==> config.mk <==
export PLATFORM = sky130hd
export DESIGN_NAME = fwd_scoreboard
export DESIGN_NICKNAME = d
export VERILOG_FILES = /design/src/rtl/fwd_scoreboard.sv
export SDC_FILE = /design/constraint.sdc
export NUM_CORES = 1
export LEC_CHECK = 0
export ABC_AREA = 1
export CAP_MARGIN = 10
export CORE_MARGIN = 4
export CORE_UTILIZATION = 35
export CTS_CLUSTER_DIAMETER = 50
export CTS_CLUSTER_SIZE = 40
export DETAILED_ROUTE_END_ITERATION = 6
export SKIP_LAST_GASP = 1
export SYNTH_ARGS = -nofsm -noshare
export SYNTH_HDL_FRONTEND = slang
export SYNTH_SLANG_ARGS = --single-unit
==> constraint.sdc <==
create_clock -name CLK -period 2.5 [get_ports CLK]
set_clock_uncertainty 0.05 [all_clocks]
set_input_delay 0.75 -clock CLK [delete_from_list [all_inputs] [get_ports CLK]]
set_output_delay 0.75 -clock CLK [all_outputs]
set_load 0.1 [all_outputs]
==> src/rtl/fwd_scoreboard.sv <==
// Operand forwarding select and hazard stall for decode, with one
// tracked multi-cycle op and a saturating stall-cycle counter.
module fwd_scoreboard #(
  parameter int NSRC   = 2,
  parameter int NFWD   = 2,
  parameter int RW     = 5,
  parameter int MC_LAT = 4,
  parameter int SW     = $clog2(NFWD + 2)
) (
  input  logic                 CLK,
  input  logic                 RST,
  input  logic                 en,
  input  logic [NSRC*RW-1:0]   src_reg,
  input  logic [NSRC-1:0]      src_used,
  input  logic [RW-1:0]        dst_reg,
  input  logic                 dst_wr,
  input  logic                 issue_mc,
  input  logic [NFWD*RW-1:0]   stage_rd,
  input  logic [NFWD-1:0]      stage_wr,
  input  logic [NFWD-1:0]      stage_isload,
  output logic [NSRC*SW-1:0]   fwd_sel,
  output logic                 stall,
  output logic                 mc_busy,
  output logic                 mc_done,
  output logic [31:0]          stall_cnt
);

  localparam int CW = $clog2(MC_LAT);

  localparam logic [1:0] S_IDLE = 2'd0;
  localparam logic [1:0] S_BUSY = 2'd1;
  localparam logic [1:0] S_DONE = 2'd2;

  logic [1:0]    state;
  logic [CW-1:0] cnt;
  logic [RW-1:0] mc_rd;
  logic [31:0]   stall_cnt_q;
  logic [31:0]   stall_cnt_nxt;

  logic          st_busy;
  logic          st_done;
  logic          ld_hit;
  logic          raw_hit;
  logic          waw_hit;
  logic          take;
  logic          hit;
  logic [RW-1:0] sr;
  logic [SW-1:0] sel;

  // only stage 0 can hold a load whose data is still in flight
  logic unused_isload;
  assign unused_isload = ^stage_isload;

  assign st_busy = (state == S_BUSY);
  assign st_done = (state == S_DONE);
  assign mc_busy = st_busy;
  assign mc_done = st_done;

  always_comb begin
    fwd_sel = '0;
    ld_hit  = 1'b0;
    raw_hit = 1'b0;
    hit     = 1'b0;
    sr      = '0;
    sel     = '0;
    for (int s = 0; s < NSRC; s++) begin
      sr  = src_reg[s*RW +: RW];
      sel = '0;
      // scan oldest to youngest so the youngest match wins
      for (int k = NFWD - 1; k >= 0; k--) begin
        hit = src_used[s] & stage_wr[k]
            & (stage_rd[k*RW +: RW] == sr)
            & (sr != '0);
        if (hit)
          sel = SW'(k + 1);
        if ((k == 0) && hit && stage_isload[0])
          ld_hit = 1'b1;
      end
      if ((sel == '0) && st_done
          && (mc_rd == sr) && (sr != '0))
        sel = SW'(NFWD + 1);
      if (st_busy && src_used[s]
          && (sr == mc_rd) && (sr != '0))
        raw_hit = 1'b1;
      fwd_sel[s*SW +: SW] = sel;
    end
  end

  assign waw_hit = dst_wr & (dst_reg == mc_rd)
                 & (mc_rd != '0) & (st_busy | st_done);

  assign stall = ld_hit | raw_hit | waw_hit
               | (issue_mc & st_busy);

  assign take = en & ~stall & issue_mc;

  assign stall_cnt_nxt =
    (stall && (stall_cnt_q != 32'hFFFF_FFFF))
      ? stall_cnt_q + 32'd1 : stall_cnt_q;

  assign stall_cnt = stall_cnt_q;

  always_ff @(posedge CLK) begin
    if (RST) begin
      state       <= S_IDLE;
      cnt         <= '0;
      mc_rd       <= '0;
      stall_cnt_q <= '0;
    end else begin
      stall_cnt_q <= stall_cnt_nxt;
      case (state)
        S_IDLE: begin
          if (take) begin
            state <= S_BUSY;
            mc_rd <= dst_reg;
            cnt   <= CW'(MC_LAT - 1);
          end
        end
        S_BUSY: begin
          if (cnt == '0)
            state <= S_DONE;
          else
            cnt <= cnt - CW'(1);
        end
        S_DONE: begin
          if (take) begin
            state <= S_BUSY;
            mc_rd <= dst_reg;
            cnt   <= CW'(MC_LAT - 1);
          end else if (en) begin
            state <= S_IDLE;
          end
        end
        default: state <= S_IDLE;
      endcase
    end
  end

endmodule

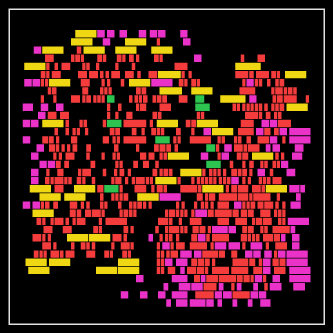
**Above:** cells colored by class.
Scale: 3 px per micron.
flip-flops: shown in yellow, cells 41. other buffers and delay cells: shown in magenta, cells 114. all other logic: shown in red, cells 473. clock drivers and dummy loads: shown in green, cells 8.

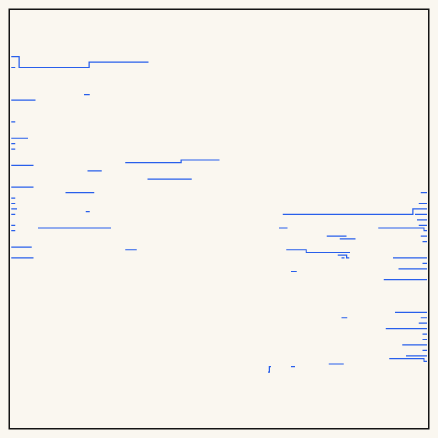
**Above:** the metal 3 layer.
Scale: 4 px per micron.
The wires run mostly horizontal. 52 nets have wire on it. The layer carries 312 microns of wire. The longest straight run is 32.4 microns. The layer holds 3.0% of the routed length.

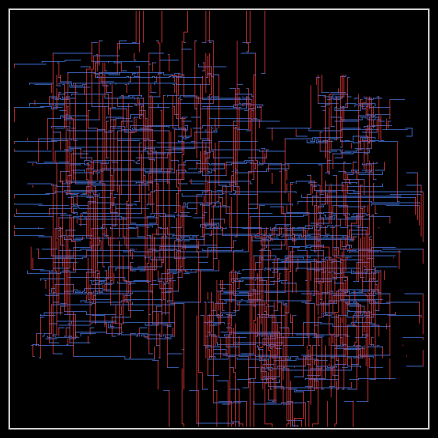
**Above:** signal wires by layer.
Scale: 4 px per micron. Only two layers are drawn.
met1: shown in blue, wire length 4590 microns. met2: shown in red, wire length 5420 microns.

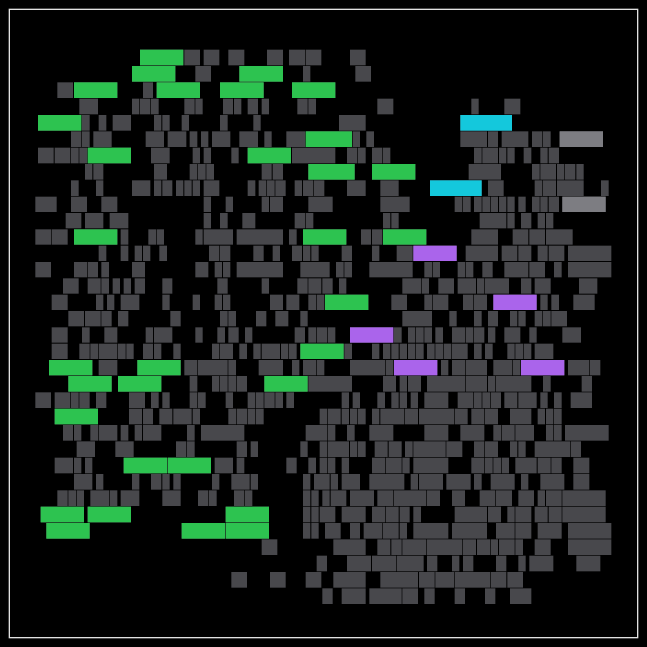
**Above:** sequential cells grouped by signal name.
Scale: 6 px per micron. Other sequential cells in the stronger gray, the rest of the logic in the fainter gray.
mc_rd: shown in purple, sequential cells 5. stall_cnt: shown in green, sequential cells 32. state: shown in cyan, sequential cells 2.
Another 2 sequential cells are not colored.

==> results.toml <==
# physical design summary
[power_and_ir_drop]
pwr.group.clock_uw = 463

[worst_setup_path]
critPathMaxFanout = 3
cp_num_buf_inv = 4
critical_path_required_ps = 1700
r2r_slack_ps = 240

[placement]
pre_cts_ws_ps = -713

[finish]
final_cells = 744
area_share_clock_buf_inv_pct = 1.99
layout_top_cells = "sky130_fd_sc_hd__nand2_1, sky130_fd_sc_hd__buf_4, sky130_fd_sc_hd__nor2_1"
diodes = 0

[status]
failing_checks = "setup timing"
outcome = "finished with violations"

[timing]
setup_viol = 5
setup_ws_ps = -292

[hold_path]
worstHoldEndpoint = "cnt[1]$_SDFFE_PP0P_"

[synthesis]
synth.yosys.num_cells = 523
postSynth.topFlopCell = "sky130_fd_sc_hd__dfxtp_1"
yosys-mux-area-fraction_pct = 0

[global_route]
met1_routing_resource_usage_after_global_routing_pct = 22.9
grt_pass1_vias = 3436

[die]
die.size.y_microns = 104

[routing]
wl_met2_microns = 5420
